## src/rtl/dmem_arb_pkg.sv

```systemverilog
// Shared types and constants for the data-memory arbiter: FSM states, RV32
// load/store funct3 codes and the MMIO addresses decoded by data_mem.
package dmem_arb_pkg;

    typedef enum logic [1:0] {
        IDLE  = 2'd0,
        ISSUE = 2'd1,
        RESP  = 2'd2
    } arb_state_t;

    localparam logic [2:0] F3_LB  = 3'b000;
    localparam logic [2:0] F3_LH  = 3'b001;
    localparam logic [2:0] F3_LW  = 3'b010;
    localparam logic [2:0] F3_LBU = 3'b100;
    localparam logic [2:0] F3_LHU = 3'b101;
    localparam logic [2:0] F3_SB  = 3'b000;
    localparam logic [2:0] F3_SH  = 3'b001;
    localparam logic [2:0] F3_SW  = 3'b010;

    localparam logic [31:0] LEDS_ADDR   = 32'hFFFF_FFFC;
    localparam logic [31:0] MILLIS_ADDR = 32'hFFFF_FFF8;
    localparam logic [31:0] MICROS_ADDR = 32'hFFFF_FFF4;

endpackage

```

## src/rtl/dmem_arb_pick.sv

```systemverilog
// Two-way combinational winner select. DMEM_ARB_RR_EN selects round-robin
// (rr_ptr = last winner) instead of fixed m0 priority.
module dmem_arb_pick (
    input  logic [1:0] valids,
`ifdef DMEM_ARB_RR_EN
    input  logic       rr_ptr,
`endif
    output logic [1:0] grant
);

    always_comb begin
        grant = 2'b00;
`ifdef DMEM_ARB_RR_EN
        // On a tie the requester that did not win last time goes first.
        if (valids == 2'b11)
            grant = rr_ptr ? 2'b01 : 2'b10;
        else
            grant = valids;
`else
        if (valids[0])
            grant = 2'b01;
        else if (valids[1])
            grant = 2'b10;
`endif
    end

endmodule

```

## src/rtl/dmem_arbiter.sv

```systemverilog
// Shares data_mem between m0 (core LSU) and m1 (loader/debug) with an
// IDLE/ISSUE/RESP sequence; define DMEM_ARB_RR_EN for round-robin arbitration.
module dmem_arbiter
    import dmem_arb_pkg::*;
#(
    parameter int ADDR_W = 32,
    parameter int DATA_W = 32,
    parameter int WR_ACK = 1
) (
    input  logic              clk,
    input  logic              reset,
    input  logic              m0_req_valid,
    output logic              m0_req_ready,
    input  logic              m0_req_wren,
    input  logic [2:0]        m0_req_funct3,
    input  logic [ADDR_W-1:0] m0_req_addr,
    input  logic [DATA_W-1:0] m0_req_wdata,
    output logic              m0_rsp_valid,
    output logic [DATA_W-1:0] m0_rsp_rdata,
    input  logic              m1_req_valid,
    output logic              m1_req_ready,
    input  logic              m1_req_wren,
    input  logic [2:0]        m1_req_funct3,
    input  logic [ADDR_W-1:0] m1_req_addr,
    input  logic [DATA_W-1:0] m1_req_wdata,
    output logic              m1_rsp_valid,
    output logic [DATA_W-1:0] m1_rsp_rdata,
    output logic              dmem_wren,
    output logic [2:0]        funct3,
    output logic [ADDR_W-1:0] dmem_address,
    output logic [DATA_W-1:0] dmem_data_in,
    input  logic [DATA_W-1:0] dmem_data_out
);

    arb_state_t        state;
    logic              cmd_wren;
    logic              cmd_owner;
    logic [2:0]        cmd_funct3;
    logic [ADDR_W-1:0] cmd_addr;
    logic [DATA_W-1:0] cmd_wdata;
    logic              wren_q;
    logic              rsp_q;
    logic [1:0]        grant;
    logic              arb_open;
    logic              accept;
    logic              win;

`ifdef DMEM_ARB_RR_EN
    logic rr_ptr;

    dmem_arb_pick u_pick (
        .valids ('{m1_req_valid, m0_req_valid}),
        .rr_ptr (rr_ptr),
        .grant  (grant)
    );
`else
    dmem_arb_pick u_pick (
        .valids ({m1_req_valid, m0_req_valid}),
        .grant  (grant)
    );
`endif

    // Ready is gated by reset so nothing is accepted while the FSM is held.
    assign arb_open     = (state == IDLE) || (state == RESP);
    assign accept       = arb_open && (grant != 2'b00) && !reset;
    assign win          = grant[1];
    assign m0_req_ready = accept && grant[0];
    assign m1_req_ready = accept && grant[1];

    always_ff @(posedge clk or posedge reset) begin
        if (reset) begin
            state      <= IDLE;
            cmd_wren   <= 1'b0;
            cmd_owner  <= 1'b0;
            cmd_funct3 <= '0;
            cmd_addr   <= '0;
            cmd_wdata  <= '0;
            wren_q     <= 1'b0;
            rsp_q      <= 1'b0;
`ifdef DMEM_ARB_RR_EN
            rr_ptr     <= 1'b0;
`endif
        end else begin
            wren_q <= 1'b0;
            rsp_q  <= 1'b0;
            case (state)
                IDLE, RESP: begin
                    if (accept) begin
                        cmd_owner  <= win;
                        cmd_wren   <= win ? m1_req_wren   : m0_req_wren;
                        cmd_funct3 <= win ? m1_req_funct3 : m0_req_funct3;
                        cmd_addr   <= win ? m1_req_addr   : m0_req_addr;
                        cmd_wdata  <= win ? m1_req_wdata  : m0_req_wdata;
                        wren_q     <= win ? m1_req_wren   : m0_req_wren;
`ifdef DMEM_ARB_RR_EN
                        rr_ptr     <= win;
`endif
                        state      <= ISSUE;
                    end else begin
                        state <= IDLE;
                    end
                end
                ISSUE: begin
                    rsp_q <= !cmd_wren || (WR_ACK != 0);
                    state <= RESP;
                end
                default: state <= IDLE;
            endcase
        end
    end

    // Command registers stay on the bus through RESP so data_mem's MMIO
    // read mux still sees the address it was issued with.
    assign dmem_wren    = wren_q;
    assign funct3       = cmd_funct3;
    assign dmem_address = cmd_addr;
    assign dmem_data_in = cmd_wdata;

    assign m0_rsp_valid = rsp_q && !cmd_owner;
    assign m1_rsp_valid = rsp_q && cmd_owner;
    assign m0_rsp_rdata = (state == RESP && !cmd_owner) ? dmem_data_out : '0;
    assign m1_rsp_rdata = (state == RESP && cmd_owner)  ? dmem_data_out : '0;

endmodule

```

## config.mk

```make
export PLATFORM = sky130hd
export DESIGN_NAME = dmem_arbiter
export DESIGN_NICKNAME = d
export VERILOG_FILES = /design/src/rtl/dmem_arb_pkg.sv /design/src/rtl/dmem_arb_pick.sv /design/src/rtl/dmem_arbiter.sv
export SDC_FILE = /design/constraint.sdc
export NUM_CORES = 1
export LEC_CHECK = 0
export ABC_AREA = 0
export CAP_MARGIN = 30
export CORE_AREA = 2 2 121 123
export CTS_CLUSTER_SIZE = 20
export DETAILED_ROUTE_END_ITERATION = 8
export DIE_AREA = 0 0 123 125
export PLACE_DENSITY = 0.69
export SYNTH_ARGS = -nofsm -noshare
export SYNTH_HDL_FRONTEND = slang
export SYNTH_SLANG_ARGS = --single-unit
```

## constraint.sdc

```tcl
create_clock -name clk -period 2.85 [get_ports clk]
set_input_delay 0.4275 -clock clk [delete_from_list [all_inputs] [get_ports clk]]
set_output_delay 0.4275 -clock clk [all_outputs]
set_load 0.1 [all_outputs]
```

==> out/results.ini, run 1 <==
[placed_design]
dp.cells=852
port_buffers=307
dpl.hpwl_um=11500
placed_area_um2=6940
place_ws_ns=0.319
gp_congestion=0.771

[clock_network]
cts-root-buf=clkbuf_16
cts_buffers=9
cts_buffer_depth=2
post_cts_buffers=0
cts_sinks=71
holdBufCountCts=0
clk_pin_slew_worst_paths_ns=0.06
cts_resized=0
cts_tree=built
htreeDepth=3

[setup_path]
critPathKind=flop to output port
worst-path-max-fanout=32
crit_path_end_kind=output port
cp_data_arrival_time_ns=2.08
cp-start-kind=flop
required_ns=2.42

[floorplanning]
rows=44
fp_util=0.275
core_um2=14200
die_x_um=123
dieArea_um2=15400
fp.dieH_um=125
pin_count=308

[synthesis]
synth-seq-cells=71
edf_count=0
syn_area_um2=3910
ys_area_um2=3910
synth.avg_cell_area_um2=9.95
synthArstFlopShare=1.00
ys_top_cells_by_count=dfrtp_1, a22oi_1, and2_1, nor2b_1, o2bb2ai_1
ys_seq_share=0.454
ys_cells=393
top_cell_area_share=0.454
syn_inst=393
largest_area_cell=dfrtp_1
top_cell=dfrtp_1
synth_nets=565
ys_top_cells_by_area=dfrtp_1, a22oi_1, and2_1, o2bb2ai_1, nor2b_1
ff_type=dfrtp_1
ys_warn_count=0
yosysUniqueCellTypes=21

[global_routing]
grt_pass1_vias=4246
antenna_found_initial=1
grt_max_degree=56
grt-ovfl-total=0
grt_pass1_wl_um=23300

[pwr]
powerDensity_nw_per_um2=717
total_leakage_power_nw=3.10
p_seq_frac=0.253
pwr-share-clk=0.232
pwr-share-comb=0.515
switching_share=0.489
power.switching_mw=2.55
ir_drop_mv=0.342
finalPower_mw=5.22
p_int_mw=2.67

[min_path]
hp-class=flop to flop

[final_timing]
slew_violations=0
finalSetupViolCount=0
worst_slack_ns=0.345
rsz0062_at_grt=false
relSlewSlack=0.490
finalHoldViolCount=0
hold_ws_ns=0.446
fin_crit_ns=2.51
tightest_slew_ns=0.766
post-route-period-util=0.879
fmax_ghz=0.399

[layout]
fin_cells=870
postLayoutCellArea_um2=7280
area_growth_pct=86.3
drive_above_1_share=0.251
final_nets=852

[drt]
routed_via_density=4.94
drtIter0Drc=292
drc=0
dr.pass1.iters=5
antenna_left=0

[outcome]
status=finished, final reports clean

[flow_run]
tool_warnings=27
cap_violations=0

-- run 1: path summary, 6_finish.rpt --
kind / startpoint / endpoint / slack [ns] / depth (start not counted)
max in group asynchronous: reset / dmem_address[3] / 1.61 / 3
min reg2reg: rsp_q / rsp_q / 0.45 / 1
max: state[0] / m1_rsp_rdata[7] / 0.34 / 3
min in group asynchronous: reset / dmem_wren / 0.63 / 2
max reg2reg: state[0] / dmem_address[3] / 1.14 / 5
min: rsp_q / rsp_q / 0.45 / 1
-- run 1: cell families after synthesis --
| group | synth area share |
|---|---|
| AND/OR/NAND/NOR | 0.176 |
| flip-flops | 0.454 |
| AND-OR/OR-AND | 0.305 |
| buffers and inverters | 0.0653 |
-- run 1: worst max-delay path, cell delays in order (launching register included) --
cell and delay (ns):
dfrtp_1 0.47, and2b_1 0.74, and2_1 0.24, buf_4 0.30
-- run 1: power groups by stage --
stage / Clock, mW / Combinational (mW) / Sequential, mW
final: 1.21 / 2.69 / 1.32
after global routing: 1.30 / 2.79 / 1.34
after CTS: 1.24 / 2.70 / 1.32
after detailed placement: 0 / 2.70 / 1.33
after global placement: 0 / 2.67 / 1.33
after floorplan: 0 / 0.670 / 2.60
-- run 1: layer usage --
metal  vias to the layer above  global-route usage  part of all wire
met5                         -                   0                 0
met4                         0              0.0555             0.014
met3                        18              0.0411             0.074
met2                       182               0.322              0.50
met1                      2065               0.249              0.41
li1                       2035                   -                 -
-- run 1: final cells by class --
| type | instances | area (um^2) |
|---|---|---|
| Clock inverter | 7 | 96.3 |
| Fill cell | 1315 | 6920 |
| Multi-Input combinational cell | 278 | 1890 |
| Inverter | 2 | 8.76 |
| Sequential cell | 71 | 1780 |
| Tap cell | 184 | 230 |
| Clock buffer | 9 | 225 |
| Timing Repair Buffer | 318 | 3060 |
| Antenna cell | 1 | 2.50 |
-- run 1: sequential cells by signal, indices dropped and copies added, names as in the netlist --
name	cells
cmd_owner	1
dmem_address	32
dmem_data_in	32
dmem_wren	1
funct3	3
rsp_q	1
state	1
-- run 1: layout by cell type, fill, tap and decap left out, types with 2 or more instances in the layout --
cell,n
clkdlybuf4s50_1,169
buf_4,127
dfrtp_1,71
a22oi_1,68
and2_1,65
o2bb2ai_1,35
nor2b_1,33
a31oi_1,32
o21ai_0,25
buf_12,20
clkbuf_16,9
o21ai_1,7
nor2_1,3
clkinvlp_4,3
and2b_1,2
clkinv_2,2
bufinv_16,2
buf_2,2
-- run 1: through the flow --
stage	util	TNS [ns]
2_1_floorplan	-	-0.0561
5_1_grt	0.513	0
6_report	0.513	0
3_3_place_gp	0.489	0
4_1_cts	0.511	0
3_5_place_dp	0.489	0
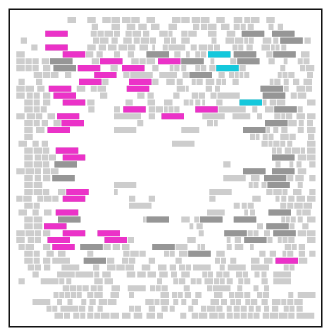
Fig. 1. Sequential cells colored by netlist name (run 1).
Other sequential cells in the stronger gray, the rest of the logic in the fainter gray.
- dmem_data_in: magenta (sequential cells 32)
- funct3: cyan (sequential cells 3)
- not colored: 36

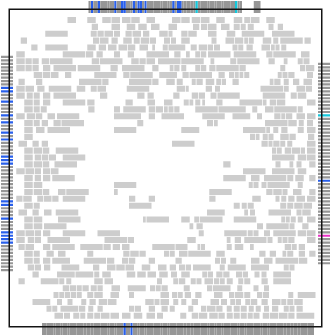
Fig. 2. Pin map (run 1).
Pins as bars across the die edge, other pins in gray.
- m0_req_ready: magenta (pins 1; direction output; edge right)
- m1_req_wdata: blue (pins 32; direction input; edge 17 left, 12 top, 2 bottom, 1 right)
- funct3: cyan (pins 3; direction output; edge 2 top, 1 right)
- all pins by edge: 117 bottom, 69 top, 63 left, 59 right

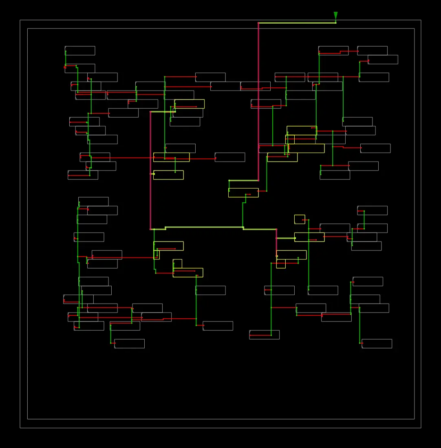
Fig. 3. Clock wiring as the flow saved it (run 1).
clock skew: 0.00803 ns
flop count: 71
clk latency late pin: 0.33 ns

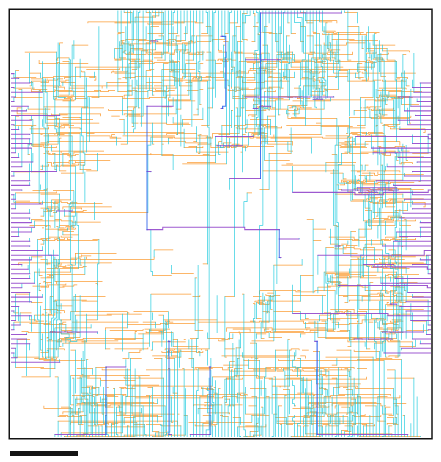
Fig. 4. Signal wires by layer (run 1).
Scale bar: 20 um.
- M2: cyan (wire length 7650 um)
- M4: blue (wire length 209 um)
- M1: orange (wire length 6360 um)
- M3: purple (wire length 1140 um)
via count: 4300
GRT Resource Usage Total: 0.192
Routed WL: 15400 um
Avg WL per Cell: 17.7 um

## Run 2: what changed since run 1
GPL_ROUTABILITY_DRIVEN = 0   (was not set)
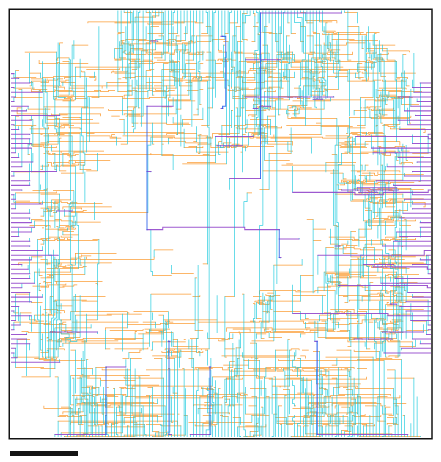
Fig. 5. Signal wires by layer (run 2).
Scale bar: 20 um.
- M2: cyan (wire length 7650 um)
- M1: orange (wire length 6360 um)
- M3: purple (wire length 1140 um)
- M4: blue (wire length 209 um)

==> out/results.ini, run 2 <==
[final_timing]
rsz0062_at_grt=false  ; unchanged
hold_ws_ns=0.446  ; unchanged
post-route-period-util=0.879  ; unchanged
finalHoldViolCount=0  ; unchanged
setup_tns_ns=0  ; unchanged
fmax_ghz=0.399  ; unchanged
skew_ns=0.00803  ; unchanged
tightest_slew_ns=0.766  ; unchanged
fin_crit_ns=2.51  ; unchanged
slew_violations=0  ; unchanged
relSlewSlack=0.490  ; unchanged
finalSetupViolCount=0  ; unchanged

[floorplanning]
fp.dieH_um=125  ; unchanged
dieArea_um2=15400  ; unchanged
rows=44  ; unchanged
die_x_um=123  ; unchanged
pin_count=308  ; unchanged
fp_util=0.275  ; unchanged
core_um2=14200  ; unchanged

[synthesis]
top_cell_area_share=0.454  ; unchanged
ys_seq_share=0.454  ; unchanged
synth_nets=565  ; unchanged
yosysUniqueCellTypes=21  ; unchanged
ys_sh_simple=0.176  ; unchanged
syn_area_um2=3910  ; unchanged
ys_sh_mux=0  ; unchanged
ys_sh_xor=0  ; unchanged
top_cell=dfrtp_1  ; unchanged
ys_top_logic_family=AND-OR/OR-AND gates  ; unchanged
ys_cells=393  ; unchanged
largest_area_cell=dfrtp_1  ; unchanged
synth_adder_area_share=0  ; unchanged
synth-seq-cells=71  ; unchanged
synthArstFlopShare=1.00  ; unchanged
ys_top_cells_by_count=dfrtp_1, a22oi_1, and2_1, nor2b_1, o2bb2ai_1  ; unchanged
ys_top_cells_by_area=dfrtp_1, a22oi_1, and2_1, o2bb2ai_1, nor2b_1  ; unchanged
ys_warn_count=0  ; unchanged
ff_type=dfrtp_1  ; unchanged
syn_inst=393  ; unchanged
edf_count=0  ; unchanged
synth.avg_cell_area_um2=9.95  ; unchanged
ys_area_um2=3910  ; unchanged
yosys.area_share.aoi=0.305  ; unchanged

[clock_network]
holdBufCountCts=0  ; unchanged
clk_latency_ns=0.33  ; about the same
cts_buffer_depth=2  ; unchanged
cts_tree=built  ; unchanged
cts-root-buf=clkbuf_16  ; unchanged
htreeDepth=3  ; unchanged
post_cts_buffers=0  ; unchanged
cts_resized=0  ; unchanged
clk_pin_slew_worst_paths_ns=0.06  ; about the same
cts_buffers=9  ; unchanged

[pwr]
finalPower_mw=5.22  ; unchanged
total_leakage_power_nw=3.10  ; unchanged
p_int_mw=2.67  ; unchanged
pwr-share-comb=0.515  ; about the same
p_seq_frac=0.253  ; about the same
power.switching_mw=2.55  ; unchanged
powerDensity_nw_per_um2=717  ; unchanged
ir_drop_mv=0.342  ; unchanged
pwr-share-clk=0.232  ; about the same
switching_share=0.489  ; unchanged

[setup_path]
cp-start-kind=flop  ; unchanged
cp_data_arrival_time_ns=2.08  ; about the same
r2r_cells=5  ; unchanged
critPathKind=flop to output port  ; unchanged
cpPeakStageDelay_ns=0.74  ; about the same
r2r_end=dmem_address[3]  ; unchanged
regToRegSetupSlack_ns=1.14  ; about the same
r2r-start=state[0]  ; unchanged
worst-path-max-fanout=32  ; unchanged
crit_slowest_cell=and2b_1  ; unchanged
path_cells=and2b_1, and2_1, buf_4  ; unchanged
crit_path_end_kind=output port  ; unchanged
required_ns=2.42  ; about the same

[min_path]
min_to=rsp_q  ; unchanged
hold_path_depth=1  ; unchanged
hp-class=flop to flop  ; unchanged
hp-start=rsp_q  ; unchanged

[layout]
drive_above_1_share=0.251  ; unchanged
fin_cells=870  ; unchanged
final_nets=852  ; unchanged
mostFrequentLayoutCells=clkdlybuf4s50_1, buf_4, dfrtp_1  ; unchanged
fill_cells=1315  ; unchanged
mostFrequentLayoutCell=clkdlybuf4s50_1  ; unchanged
fin_util=0.513  ; unchanged
area_growth_pct=86.3  ; unchanged

[drt]
antenna_left=0  ; unchanged
drc=0  ; unchanged
drtIter0Drc=292  ; unchanged
dr.pass1.iters=5  ; unchanged
routed_wl_um=15400  ; unchanged
routed_via_density=4.94  ; unchanged
num_vias=4300  ; unchanged
wl_per_cell_um=17.7  ; unchanged

[global_routing]
grt_pass1_wl_um=23300  ; unchanged
grt-ovfl-total=0  ; unchanged
antenna_found_initial=1  ; unchanged
grt.total_usage=0.192  ; unchanged
grt_pass1_vias=4246  ; unchanged
grt_max_degree=56  ; unchanged

[outcome]
status=finished, final reports clean  ; unchanged

[flow_run]
cap_violations=0  ; unchanged
tool_warnings=27  ; unchanged

[placed_design]
dp.cells=852  ; unchanged
dpl.hpwl_um=11500  ; unchanged
port_buffers=307  ; unchanged

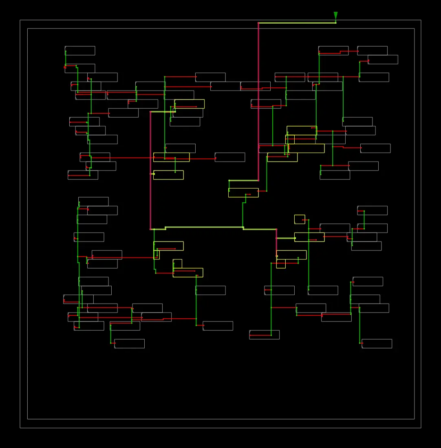
Fig. 6. Clock wiring as the flow saved it (run 2).
# clk buffers: 9
Sink Count: 71

-- run 2: power groups by stage --
stage / Combinational, mW / Sequential [mW] / Clock (mW)
finish: 2.69 / 1.32 / 1.21
global route: 2.79 / 1.34 / 1.30
CTS: 2.70 / 1.32 / 1.24
detailed placement: 2.70 / 1.33 / 0
global placement: 2.67 / 1.33 / 0
floorplan: 0.670 / 2.60 / 0
-- run 2: kinds of logic (layout without fill, tap and decap cells) --
group	Yosys count	after routing
compound gates	169	169
flops	71	71
simple gates	109	109
other cells	0	1
buf+inv	44	336
-- run 2: worst max-delay path by stage --
stage	from	to	slack [ns]	cells past startpoint
floorplan	cmd_owner	m1_rsp_rdata[10]	-0.002	4
global placement	reset	dmem_data_in[20]	0.38	4
detailed placement	reset	dmem_data_in[20]	0.32	4
finish	state[0]	m1_rsp_rdata[7]	0.34	3
CTS	state[0]	m1_rsp_rdata[7]	0.28	3
global route	state[0]	m1_rsp_rdata[7]	0.17	3
-- run 2: final cells by class --
| cell class | count | area [um^2] | share of cell area |
|---|---|---|---|
| Antenna cell | 1 | 2.50 | 0.000344 |
| Clock buffer | 9 | 225 | 0.0309 |
| Clock inverter | 7 | 96.3 | 0.0132 |
| Inverter | 2 | 8.76 | 0.00120 |
| Multi-Input combinational cell | 278 | 1890 | 0.259 |
| Sequential cell | 71 | 1780 | 0.244 |
| Tap cell | 184 | 230 | 0.0316 |
| Timing Repair Buffer | 318 | 3060 | 0.420 |
-- run 2: stage by stage --
step	instance area [um^2]	worst slack, ns
finish	7280	0.345
detailed placement	6940	0.319
floorplan	3920	-0.00187
global placement	6940	0.380
CTS	7260	0.283
global route	7280	0.166
-- run 2: critical path: cells and delay by family (launching register included) --
kind                   cells  cell delay [ns]
AND/OR/NAND/NOR            2             0.98
buffers and inverters      1             0.30
flip-flops                 1             0.47
-- run 2: layer usage --
metal	routed length (um)	global-route usage
met3	1140	0.0411
met4	209	0.0555
met1	6360	0.249
met5	0	0
met2	7650	0.322
Power is estimated from default activity; no workload was simulated.
